**config.mk**
```make
export PLATFORM = sky130hd
export DESIGN_NAME = accel_spi_scheduler
export DESIGN_NICKNAME = d
export VERILOG_FILES = /design/src/rtl/accel_spi_scheduler.sv
export SDC_FILE = /design/constraint.sdc
export NUM_CORES = 1
export LEC_CHECK = 0
export CAP_MARGIN = 25
export CORE_MARGIN = 4
export CORE_UTILIZATION = 31
export CTS_CLUSTER_SIZE = 25
export DETAILED_ROUTE_END_ITERATION = 10
export SYNTH_ARGS = -nofsm -noshare
export SYNTH_HDL_FRONTEND = slang
export SYNTH_SLANG_ARGS = --single-unit
```
**constraint.sdc**
```tcl
create_clock -name CLK100MHZ -period 3.12 [get_ports CLK100MHZ]
set_clock_uncertainty 0.15 [all_clocks]
set_input_delay 0.312 -clock CLK100MHZ [delete_from_list [all_inputs] [get_ports CLK100MHZ]]
set_output_delay 0.312 -clock CLK100MHZ [all_outputs]
set_load 0.005 [all_outputs]
```
**src/rtl/accel_spi_scheduler.sv**
```systemverilog
// Multi-byte accelerometer transaction sequencer in front of the single-byte spi_controller.
// Round-robin shares the controller between the manual-access path (0) and the X/Y/Z poller (1).
module accel_spi_scheduler #(
  parameter int CS_GAP_CYCLES  = 50,
  parameter int TIMEOUT_CYCLES = 4096
) (
  input  logic        CLK100MHZ,
  input  logic        CPU_RESETN,
  input  logic [1:0]  req,
  input  logic [1:0]  write,
  input  logic [15:0] addr,
  input  logic [15:0] wdata,
  input  logic [3:0]  len,
  output logic [1:0]  gnt,
  output logic [1:0]  ack,
  output logic [31:0] rdata,
  output logic        err,
  output logic        busy,
  output logic        spi_start,
  output logic [7:0]  spi_data_to_send,
  output logic        spi_hold_cs,
  input  logic [7:0]  spi_data_received,
  input  logic        spi_busy,
  input  logic        spi_done
);

  localparam int TW = $clog2(TIMEOUT_CYCLES + 1);
  localparam int GW = (CS_GAP_CYCLES > 1) ? $clog2(CS_GAP_CYCLES) : 1;
  localparam logic [7:0] CMD_READ  = 8'h0B;
  localparam logic [7:0] CMD_WRITE = 8'h0A;

  typedef enum logic [2:0] {IDLE, START, WAIT, DONE, GAP} state_t;

  state_t          state_reg, state_next;
  logic            last_grant_reg;
  logic            op_write_reg;
  logic [7:0]      addr_reg;
  logic [7:0]      wdata_reg;
  logic [1:0]      len_reg;
  logic [2:0]      byte_idx_reg;
  logic [TW-1:0]   timer_reg;
  logic [GW-1:0]   gap_cnt_reg;
  logic            timeout_reg;
  logic [31:0]     rx_buf_reg;
  logic [31:0]     rdata_reg;
  logic [1:0]      gnt_reg;
  logic [7:0]      data_reg;
  logic            hold_reg;

  logic [7:0]      req_addr  [2];
  logic [7:0]      req_wdata [2];
  logic [1:0]      req_len   [2];

  genvar gi;
  generate
    for (gi = 0; gi < 2; gi++) begin : g_req_fields
      assign req_addr[gi]  = addr[8*gi +: 8];
      assign req_wdata[gi] = wdata[8*gi +: 8];
      assign req_len[gi]   = len[2*gi +: 2];
    end
  endgenerate

  logic        arb_ok;
  logic        arb_sel;
  logic [2:0]  last_idx;
  logic        last_byte;
  logic [2:0]  next_idx;
  logic [7:0]  next_byte;
  logic [1:0]  data_k;
  logic        timer_expired;
  logic        gap_expired;
  logic [31:0] rx_merged;

  assign gap_expired   = (gap_cnt_reg == '0);
  assign arb_ok        = (|req) && gap_expired && !spi_busy;
  // Both requesting: hand the controller to whoever did not have it last.
  assign arb_sel       = (req == 2'b11) ? ~last_grant_reg : req[1];
  assign last_idx      = op_write_reg ? 3'd2 : (3'd2 + {1'b0, len_reg});
  assign last_byte     = (byte_idx_reg == last_idx);
  assign next_idx      = byte_idx_reg + 3'd1;
  assign data_k        = byte_idx_reg[1:0] - 2'd2;
  assign timer_expired = (timer_reg == TW'(TIMEOUT_CYCLES - 1));

  always_comb begin
    next_byte = 8'h00;
    if (next_idx == 3'd1)
      next_byte = addr_reg;
    else if (next_idx == 3'd2 && op_write_reg)
      next_byte = wdata_reg;
  end

  // Final read byte arrives on the same edge that enters DONE, so merge it in directly.
  always_comb begin
    rx_merged = rx_buf_reg;
    rx_merged[{len_reg, 3'b000} +: 8] = spi_data_received;
  end

  always_ff @(posedge CLK100MHZ or negedge CPU_RESETN) begin
    if (!CPU_RESETN)
      state_reg <= IDLE;
    else
      state_reg <= state_next;
  end

  always_comb begin
    state_next = state_reg;
    spi_start  = 1'b0;
    ack        = 2'b00;
    err        = 1'b0;
    busy       = 1'b1;
    case (state_reg)
      IDLE: begin
        busy = 1'b0;
        if (arb_ok)
          state_next = START;
      end
      START: begin
        spi_start  = 1'b1;
        state_next = WAIT;
      end
      WAIT: begin
        if (spi_done)
          state_next = last_byte ? DONE : START;
        else if (timer_expired)
          state_next = DONE;
      end
      DONE: begin
        ack        = gnt_reg;
        err        = timeout_reg;
        state_next = GAP;
      end
      GAP: begin
        if (gap_expired)
          state_next = IDLE;
      end
      default: state_next = IDLE;
    endcase
  end

  always_ff @(posedge CLK100MHZ or negedge CPU_RESETN) begin
    if (!CPU_RESETN) begin
      last_grant_reg <= 1'b1;
      op_write_reg   <= 1'b0;
      addr_reg       <= 8'h00;
      wdata_reg      <= 8'h00;
      len_reg        <= 2'd0;
      byte_idx_reg   <= 3'd0;
      timer_reg      <= '0;
      gap_cnt_reg    <= '0;
      timeout_reg    <= 1'b0;
      rx_buf_reg     <= 32'h0;
      rdata_reg      <= 32'h0;
      gnt_reg        <= 2'b00;
      data_reg       <= 8'h00;
      hold_reg       <= 1'b0;
    end else begin
      case (state_reg)
        IDLE: begin
          if (arb_ok) begin
            last_grant_reg <= arb_sel;
            op_write_reg   <= write[arb_sel];
            addr_reg       <= req_addr[arb_sel];
            wdata_reg      <= req_wdata[arb_sel];
            len_reg        <= req_len[arb_sel];
            gnt_reg        <= arb_sel ? 2'b10 : 2'b01;
            byte_idx_reg   <= 3'd0;
            data_reg       <= write[arb_sel] ? CMD_WRITE : CMD_READ;
            hold_reg       <= 1'b1;
            timeout_reg    <= 1'b0;
            rx_buf_reg     <= 32'h0;
          end
        end
        START: begin
          timer_reg <= TW'(1);
        end
        WAIT: begin
          if (spi_done) begin
            if (!op_write_reg && byte_idx_reg >= 3'd2)
              rx_buf_reg[{data_k, 3'b000} +: 8] <= spi_data_received;
            if (last_byte) begin
              hold_reg <= 1'b0;
              if (!op_write_reg)
                rdata_reg <= rx_merged;
            end else begin
              byte_idx_reg <= next_idx;
              data_reg     <= next_byte;
              hold_reg     <= (next_idx != last_idx);
            end
          end else if (timer_expired) begin
            timeout_reg <= 1'b1;
            hold_reg    <= 1'b0;
          end else begin
            timer_reg <= timer_reg + TW'(1);
          end
        end
        DONE: begin
          gnt_reg     <= 2'b00;
          gap_cnt_reg <= GW'(CS_GAP_CYCLES - 1);
        end
        GAP: begin
          if (!gap_expired)
            gap_cnt_reg <= gap_cnt_reg - GW'(1);
        end
        default: ;
      endcase
    end
  end

  assign gnt              = gnt_reg;
  assign rdata            = rdata_reg;
  assign spi_data_to_send = data_reg;
  assign spi_hold_cs      = hold_reg;

endmodule

```
==> Changelog: implementation, run 1 <==
### Changed

- Initial antenna violation count: 0
- Flop-to-flop setup slack: a little over 600 ps
- Most frequent logic cell in the layout: nand2_1
- WL met2: ~6.3 mm
- Commonest flop: dfrtp_1
- Clock root buffer: clkbuf_16
- Die width: 150 um
- Sequential power share: 35.2%
- Post-synthesis cell count: 649
- Synth area leaders: dfrtp_1, nand2_1, mux2_2
- Critical Path End: spi_start
- Router iterations before antenna repair: 4
- Port Buffer Count: 99
- Period Utilization, post-route: between 80% and 90%
- Warnings from Yosys: 0
- FF-to-FF End: spi_data_to_send[0]$_DFFE_PN0P_
- Achievable Freq: around 400 MHz
- Buffer share of cell area: 13.4%
- CP required: 2660 ps
- IO Pins: around 100
- Worst slack at placement: between 400 and 500 ps
- Cell Rows: between 50 and 60
- # fillers: about 2000
- Comb/total area: about a third
- Comb area: 2830 um^2
- WP data arrival: a little over 2000 ps
- Max Cap Violations: 0
- Cell Pwr Density: between 700 and 800 nW/um^2
- Combinational share of power: 28.8%
- Rel. slew slack: between 50% and 60%
- Clk tree area frac: 8.24%
- IR drop worst, VDD: between 0.0004 and 0.0005 V
- Mux cell area share after synthesis: a little over a tenth
- Startpoint types: flip-flop
- DIE AREA: roughly 22000 um^2
- Reg clk slew, reported paths: 60 ps
- Detailed placement HPWL: 9.93 mm
- Slowest Stage Delay on Critical Path: just under 600 ps
- GRT Overall Usage: roughly an eighth
- Synth area leader: dfrtp_1
- CP Cell Sequence: buf_4, nand2_1, inv_1, clkdlybuf4s50_1
- Synthesized cell area: between 6000 and 7000 um^2
- Critical Path Fanout Max: 12
- Area post-placement: 7420 um^2
- Reg2reg path depth: 6
- P_leak: 3.49 nW
- Antenna Nets Post-Route: 0
- Total power: between 6 and 7 mW
- Synth top cell by count: nand2_1
- CP delay by family, top: buffers and inverters
- # setup viols final: 0
- CTS sink cnt: roughly 120
- Max Slew Vio Count: 0
- Die height: roughly 150 um
- WP depth: 4
- Routed met1 length: slightly below 7 mm
- Top routing layer in use: met4
- Power Combinational: around 1.8 mW
- Hold buffer count at CTS: 1
- Power Clock: 2.22 mW
- Wire length on met3: roughly 840 um
- Cell Type Count: between 60 and 70
- Floorplan Utilization: between 30% and 40%
- Hold/Removal Path Class: primary input to async pin
- Via count of the first global-routing pass: approximately 4600
- DRC viols: 0
- Area leader share: between 40% and 50%
- Share of async-settable or async-resettable flops after synthesis: 100%
- Setup CP Type: flip-flop to output port
- Share of cells above drive strength 1: between 10% and 20%
- R2R Path Start: gap_cnt_reg[0]$_DFFE_PN0P_
- Multi-input comb cells: between 400 and 500
- Resized Gates After CTS: 0
- CLK BUF: 20
- Count of non-CTS buffers in the layout: about 110
- GRT overflow: 0
- FFs & Latches: about 120
- Crit-path slowest cell: clkdlybuf4s50_1
- Sequential cell area share: between 30% and 40%
- Floorplan Nets: ~710
- Run status: complete, no violations
- Worst setup margin: 612 ps
- Yosys aoi share: approximately 13%
- Yosys cell count: roughly 650
- Top Layout Cells: nand2_1, dfrtp_1, clkdlybuf4s50_1
- Worst-Margin Slew: 665 ps
- H-tree levels: 4
- Nonclk inv count: between 40 and 50
- Post-route cell area: 8090 um^2
- Postcts setup bufs: 0
- Non-Filler Instances: between 1000 and 1500
- Clock Latency Late Sink: roughly 420 ps
- Area growth from synthesis to layout: 29.8%
- Most instantiated cells after synthesis: nand2_1, dfrtp_1, o21ai_0
- Yosys simple share: between 15 and 20%
- Crit end category: output port
- Largest net degree at the start of global routing: 54
- OpenROAD warnings: 34
Figure 1. Met3 routing (run 1).
Bar = 50 um.
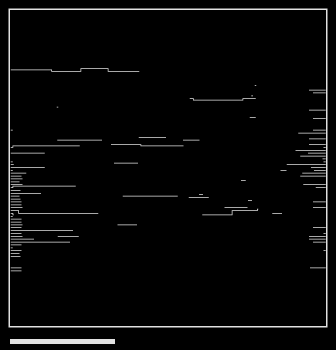
- main direction: horizontal
- share of all routed wire: 5.9%
via count: 4687
Post-Route WL: 14.1 mm

Figure 2. Met1 routing (run 1).
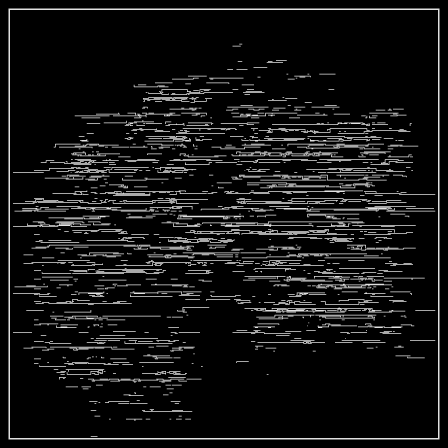
- nets with wire on the layer: 693
- wire length on this layer: 6790 um
- longest straight run: 33.1 um
GR Util met1: 18.4%

Figure 3. The metal 2 layer (run 1).
Bar = 50 um. Cells faint in the background.
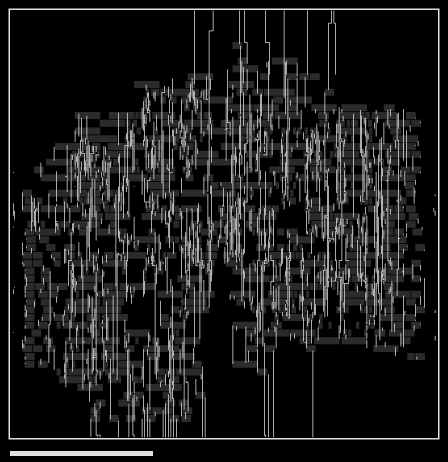
- longest straight run: 50.5 um
- wire length on this layer: 6290 um
GR Util met2: 19.7%

Figure 4. Congestion heat map (run 1).
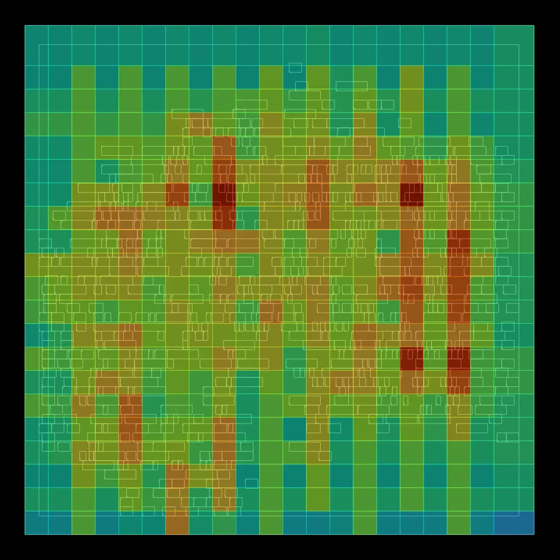
GR peak layer: met2
Final Util: 41.3%

==> run 1 -> run 2 <==
- clock period: 3.12 -> 2.2 ns (I/O delays scaled with it)
Figure 5. Congestion heat map (run 2).
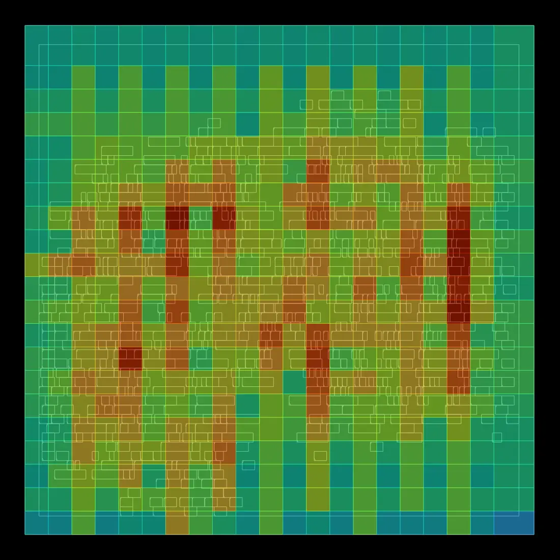
GRT Overall Usage: 13.7%
GR Util met2: 20.8%
GR Util met1: 18.4%
average wire per standard cell: 14.6 um
Final Util: 44.3%

Figure 6. Met3 routing (run 2).
Bar = 50 um.
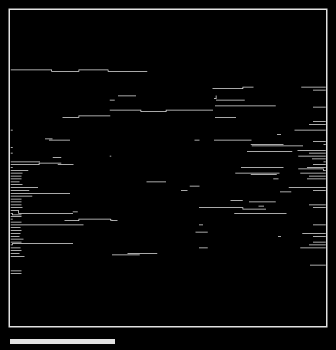
- main direction: horizontal
- share of all routed wire: 7.1%
- wire length on this layer: 1110 um
- nets with wire on the layer: 93
via count: 5008
grt met3 use: 4.27%

==> run 2 against run 1 <==
The run now ends with negative setup slack left. Clock-buffer cell count increased by 3. Power increased by 46%. Wire length increased by 11%. Core utilization increased by 3.0 points. Critical path depth increased by 3. Register-to-register slack got worse by 650 ps. Setup slack got worse by 640 ps. Synthesized area unchanged. Via count increased by 6.8%. Clock power increased by 22%. Sequential share of layout area decreased by 2.5 points. Design area increased by 7.3%. Critical endpoint is now byte_idx_reg[0]$_DFFE_PN0P_. Largest cell class unchanged.
==> Changelog: implementation, run 2 <==
### Changed

- Run status: complete, but fails checks
- Failing checks: negative setup slack
- Period Utilization, post-route: 101%
- Worst setup margin: -26.3 ps (-639 ps)
- Area post-placement: 7760 um^2 (+4.7%)
- Main logic family after synthesis: simple AND/OR/NAND/NOR gates
- Die height: 150 um (unchanged)
- Cell Type Count: 61 (unchanged)
- Startpoint types: flip-flop
- Share of async-settable or async-resettable flops after synthesis: 100% (unchanged)
- Via count of the first global-routing pass: 4651 (+1.5%)
- Rel. slew slack: 62.2% (+6.6 points)
- R2R Path Start: gap_cnt_reg[1]$_DFFE_PN0P_
- CTS max path bufs: 2
- DIE AREA: 22400 um^2 (unchanged)
- CP Cell Sequence: inv_2, ha_4, or3b_4, or4_4, clkbuf_16, nand2_1, mux2i_1
- Synthesized cell area: 6230 um^2 (unchanged)
- Synth area leaders: dfrtp_1, nand2_1, mux2_2
- FFs & Latches: 121 (unchanged)
- Xor+xnor area frac: just under 2%
- Worst slack at placement: -46.3 ps (-537 ps)
- Internal Power: slightly below 6 mW
- # fillers: 1886 (-4.0%)
- Reg2reg path depth: 7 (+1)
- Fin. Hold Viols: 0
- # setup viols final: 14 (+14)
- Hold/Removal Path Class: primary input to async pin
- Yosys cell count: 649 (unchanged)
- Router iterations before antenna repair: 4 (unchanged)
- Wire length on met3: 1.11 mm (+32%)
- Critical path startpoint: gap_cnt_reg[1]$_DFFE_PN0P_
- Clk tree area frac: 6.66% (-1.6 points)
- Multi-input comb cells: 452 (+0.44%)
- Yosys simple share: 17.8% (unchanged)
- Final hold slack: 74.0 ps
- Most frequent logic cell in the layout: nand2_1
- Mux cell area share after synthesis: 10.5% (unchanged)
- Port Buffer Count: 99 (unchanged)
- Hold buffer count at CTS: 1 (unchanged)
- Share of cells above drive strength 1: 22.3% (+9.5 points)
- Crit end category: flip-flop
- Yosys Chip Area: 6230 um^2
- DRC viols: 0 (unchanged)
- Sw Share: between 30% and 40%
- Area leader share: 48.2% (unchanged)
- Max Slew Vio Count: 0 (unchanged)
- Total power: 8.99 mW (+46%)
- Clk pwr share: a little under a third
- CP delay by family, top: simple AND/OR/NAND/NOR gates
- Resized Gates After CTS: 4 (+4)
- Placed Cells: approximately 1000
- Comb/total area: 34.1% (-0.85 points)
- Routed met1 length: 7.20 mm (+6.1%)
- Top cell category: sequential cells
- Sequential power share: 34.1% (-1.1 points)
- Post-synthesis cell count: 649 (unchanged)
- Comb area: 2960 um^2 (+4.7%)
- Critical Path End: byte_idx_reg[0]$_DFFE_PN0P_
- Core Area: ~20000 um^2
- Top routing layer in use: met4
- Setup CP Type: flip-flop to flip-flop
- WL met2: 7.09 mm (+13%)
- H-tree levels: 4 (unchanged)
- Largest net degree at the start of global routing: 60 (+11%)
- Antenna Nets Post-Route: 0 (unchanged)
- Slowest Stage Delay on Critical Path: 630 ps (+40 ps)
- Top Layout Cells: nand2_1, dfrtp_1, clkdlybuf4s50_1
- Sequential cell area share: 34.9% (-2.5 points)
- Nonclk inv count: 41 (unchanged)
- Power Clock: 2.70 mW (+22%)
- GPL Wtd Cong: slightly below 0.8
- Largest Pwr Group: combinational logic
- CP required: 2340 ps (-320 ps)
- Cell Pwr Density: 1040 nW/um^2 (+36%)
- Drt via density: approximately 4.7
- Synth top cell by count: nand2_1
- Post-synth regs: 121
- WP depth: 7 (+3)
- Postcts setup bufs: 0 (unchanged)
- Adder Share, Synth: under 10%
- Initial antenna violation count: 0 (unchanged)
- Taps Inserted: 265
- Max Cap Violations: 0 (unchanged)
- Yosys aoi share: 12.6% (unchanged)
- Flop-to-flop setup slack: -30 ps (-650 ps)
- Reg area: between 3000 and 4000 um^2
- WP data arrival: 2370 ps (+320 ps)
- IO Pins: 100 (unchanged)
- Reg clk slew, reported paths: 60 ps (about the same)
- IR drop worst, VDD: 0.000692 V (+60%)
- CLK BUF: 23 (+15%)
- Post-route cell area: 8680 um^2 (+7.3%)
- Seq share, synth: about half
- Buf/Inv on CP: 2
- Combinational share of power: 35.9% (+7.1 points)
- Crit-path slowest cell: or4_4
- FF-to-FF End: byte_idx_reg[0]$_DFFE_PN0P_
- CTS sink cnt: 121 (unchanged)
- OpenROAD warnings: 37 (+8.8%)
- Buffer share of cell area: 18.7% (+5.3 points)
- Post-Route WL: 15.7 mm (+11%)
- Most instantiated cells after synthesis: nand2_1, dfrtp_1, o21ai_0
- Synth area leader: dfrtp_1
- Area growth from synthesis to layout: 39.3%
- Achievable Freq: between 400 and 500 MHz
- P_leak: 3.83 nW (+9.8%)
- Clock root buffer: clkbuf_16
- Critical Path Fanout Max: 6 (-6)
- Commonest flop: dfrtp_1
- Floorplan Utilization: 31.8% (unchanged)
- GRT overflow: 0 (unchanged)
- Power Combinational: 3.23 mW (+81%)
- Switching power: 3.04 mW
- Count of non-CTS buffers in the layout: 162 (+47%)
- Non-Filler Instances: 1073 (+5.3%)
- Warnings from Yosys: 0 (unchanged)
- Seq group: ~3.1 mW
- First-pass GRT wire length: approximately 24 mm
- Cell Rows: 51 (unchanged)
- Floorplan Nets: 713 (unchanged)
- GR peak layer: met2
- Worst-Margin Slew: 563 ps (-101 ps)
- Clock Latency Late Sink: 410 ps (about the same)
- Detailed placement HPWL: 10.3 mm (+4.1%)
- Die width: 150 um (unchanged)
- CTS tree: done
==> run 2 -> run 3 <==
- clock period: 2.2 -> 2.21 ns (I/O delays scaled with it)
Figure 7. Signal wires on met4 (run 3).
Cells faint in the background.
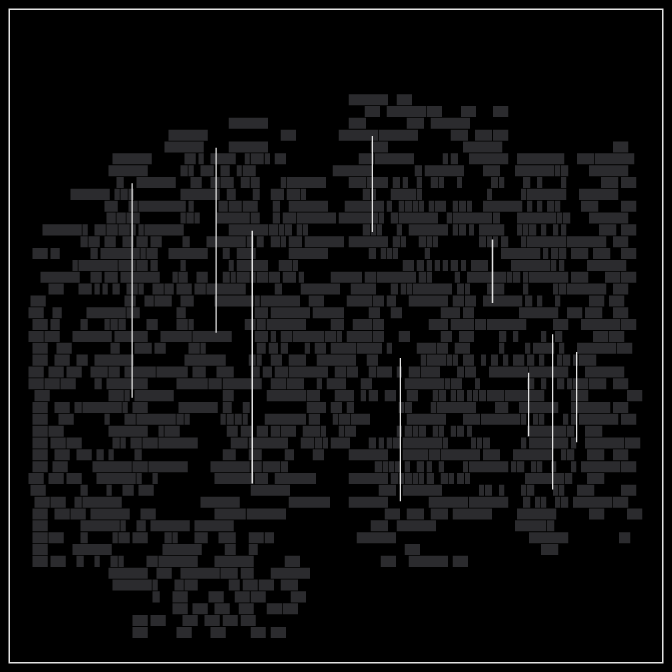
- share of all routed wire: 1.8%
- longest straight run: 57.8 um
via count: 5069
Post-Route WL: 15.9 mm

Figure 8. The metal 2 layer (run 3).
Bar = 50 um. Cells faint in the background.
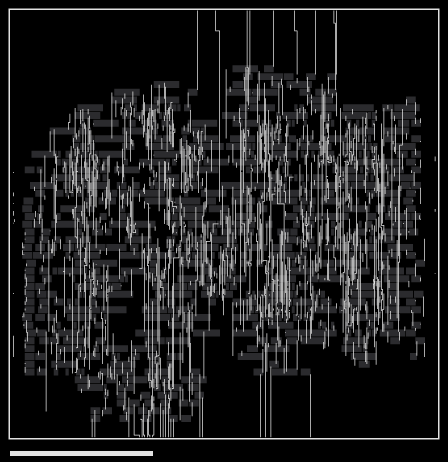
- nets with wire on the layer: 664
- longest straight run: 70.7 um
GR Util met2: 21.6%

==> run 3 against run 2 <==
The flow still finishes with violations (negative setup slack). Design area is 0.73% higher. Sequential power hardly changed. Die size stayed put. Worst hold slack better by 110 ps. Critical endpoint is now spi_hold_cs$_DFFE_PN0P_. Power is 1.5% higher. Flip-flop count stayed put. Via count is 1.2% higher. Synthesized area stayed put.
==> Changelog: implementation, run 3 <==
### Changed

- Main logic family after synthesis: simple AND/OR/NAND/NOR gates
- Detailed placement HPWL: 10.5 mm (+1.2%)
- Final Util: 44.7% (+0.33 points)
- Area leader share: 48.2% (unchanged)
- Sequential power share: 33.5% (-0.6 points)
- Power Clock: 2.74 mW (+1%)
- GR peak layer: met2
- Internal Power: 6.03 mW (+1.3%)
- CP required: 2420 ps (+80 ps)
- Sequential cell area share: 34.7% (-0.25 points)
- Count of non-CTS buffers in the layout: 160 (-1.2%)
- Largest net degree at the start of global routing: 41 (-32%)
- Most instantiated cells after synthesis: nand2_1, dfrtp_1, o21ai_0
- Adder Share, Synth: 2.41% (unchanged)
- WP data arrival: 2450 ps (+80 ps)
- Multi-input comb cells: 454 (+0.44%)
- OpenROAD warnings: 36 (-2.7%)
- Fin. Hold Viols: 0 (unchanged)
- Critical Path End: spi_hold_cs$_DFFE_PN0P_
- Yosys aoi share: 12.6% (unchanged)
- H-tree levels: 4 (unchanged)
- Worst setup margin: -27.6 ps (-1.26 ps)
- Area post-placement: 7790 um^2 (+0.35%)
- Post-synth regs: 121 (unchanged)
- Yosys Chip Area: 6230 um^2 (unchanged)
- # fillers: 1914 (+1.5%)
- Hold buffer count at CTS: 1 (unchanged)
- Taps Inserted: 265 (unchanged)
- Top Layout Cells: nand2_1, dfrtp_1, clkdlybuf4s50_1
- Max Slew Vio Count: 0 (unchanged)
- Synthesized cell area: 6230 um^2 (unchanged)
- Die width: 150 um (unchanged)
- Critical path startpoint: gap_cnt_reg[0]$_DFFE_PN0P_
- Worst-Margin Slew: 544 ps (-19.3 ps)
- Clk tree area frac: 6.67% (+0.0087 points)
- Seq group: 3.05 mW (about the same)
- First-pass GRT wire length: 24.4 mm (+0.14%)
- Nonclk inv count: 41 (unchanged)
- Port Buffer Count: 99 (unchanged)
- # setup viols final: 10 (-4)
- Xor+xnor area frac: 1.97% (unchanged)
- Clock Latency Late Sink: 430 ps (+20 ps)
- Post-synthesis cell count: 649 (unchanged)
- Setup CP Type: flip-flop to flip-flop
- Wire length on met3: 965 um (-13%)
- GPL Wtd Cong: 0.761 (-1.8%)
- CTS sink cnt: 121 (unchanged)
- Seq share, synth: 48.6% (unchanged)
- Achievable Freq: 447 MHz (-0.50%)
- DRC viols: 0 (unchanged)
- Sw Share: 33.9% (+0.14 points)
- Cell Pwr Density: 1040 nW/um^2 (+0.77%)
- GRT Overall Usage: 13.9% (+0.21 points)
- Largest Pwr Group: combinational logic
- Yosys cell count: 649 (unchanged)
- Commonest flop: dfrtp_1
- Resized Gates After CTS: 4 (unchanged)
- Comb area: 3030 um^2 (+2.3%)
- CTS max path bufs: 2 (unchanged)
- Flop-to-flop setup slack: -30 ps (about the same)
- Placed Cells: 1026 (+0.20%)
- CLK BUF: 22 (-4.3%)
- R2R Path Start: gap_cnt_reg[0]$_DFFE_PN0P_
- Initial antenna violation count: 0 (unchanged)
- Synth area leaders: dfrtp_1, nand2_1, mux2_2
- Startpoint types: flip-flop
- Top cell category: sequential cells
- Final hold slack: 186 ps (+112 ps)
- Router iterations before antenna repair: 5 (+1)
- Switching power: 3.09 mW (+1.9%)
- Reg2reg path depth: 9 (+2)
- CP delay by family, top: simple AND/OR/NAND/NOR gates
- Max Cap Violations: 0 (unchanged)
- WP depth: 9 (+2)
- Power Combinational: 3.34 mW (+3%)
- Share of cells above drive strength 1: 22.6% (+0.37 points)
- IO Pins: 100 (unchanged)
- Floorplan Utilization: 31.8% (unchanged)
- Post-route cell area: 8750 um^2 (+0.73%)
- FF-to-FF End: spi_hold_cs$_DFFE_PN0P_
- Top routing layer in use: met4
- Total power: 9.13 mW (+1.5%)
- P_leak: 3.77 nW (-1.6%)
- Cell Rows: 51 (unchanged)
- Worst slack at placement: -12.0 ps (+34.3 ps)
- Die height: 150 um (unchanged)
- Hold/Removal Path Class: primary input to async pin
- Cell Type Count: 61 (unchanged)
- Reg area: 3030 um^2 (unchanged)
- Via count of the first global-routing pass: 4708 (+1.2%)
- Crit end category: flip-flop
- GRT overflow: 0 (unchanged)
- Mux cell area share after synthesis: 10.5% (unchanged)
- Buf/Inv on CP: 3 (+1)
- Antenna Nets Post-Route: 0 (unchanged)
- Grt met3 use: 3.85% (-0.42 points)
- CTS tree: done
- Critical Path Fanout Max: 8 (+2)
- Crit-path slowest cell: or3b_4
- Period Utilization, post-route: 101% (about the same)
- Synth top cell by count: nand2_1
- Synth area leader: dfrtp_1
- Warnings from Yosys: 0 (unchanged)
- Non-Filler Instances: 1073 (unchanged)
- Core Area: 19600 um^2 (unchanged)
- Run status: complete, but fails checks
- Comb/total area: 34.6% (+0.52 points)
- DIE AREA: 22400 um^2 (unchanged)
- IR drop worst, VDD: 0.000780 V (+13%)
- GR Util met1: 18.5% (+0.10 points)
- Slowest Stage Delay on Critical Path: 400 ps (-230 ps)
- Rel. slew slack: 63.7% (+1.5 points)
- Most frequent logic cell in the layout: nand2_1
- Reg clk slew, reported paths: 60 ps (about the same)
- Drt via density: 4.72 (+1.2%)
- FFs & Latches: 121 (unchanged)
- WL met2: 7.31 mm (+3.1%)
- Failing checks: negative setup slack
- Combinational share of power: 36.6% (+0.7 points)
- Average wire per standard cell: 14.8 um (+1.5%)
- Floorplan Nets: 713 (unchanged)
- Clk pwr share: 30.0% (about the same)
- Postcts setup bufs: 0 (unchanged)
- Share of async-settable or async-resettable flops after synthesis: 100% (unchanged)
No activity file was given, so power comes from the tool's default toggle rates.
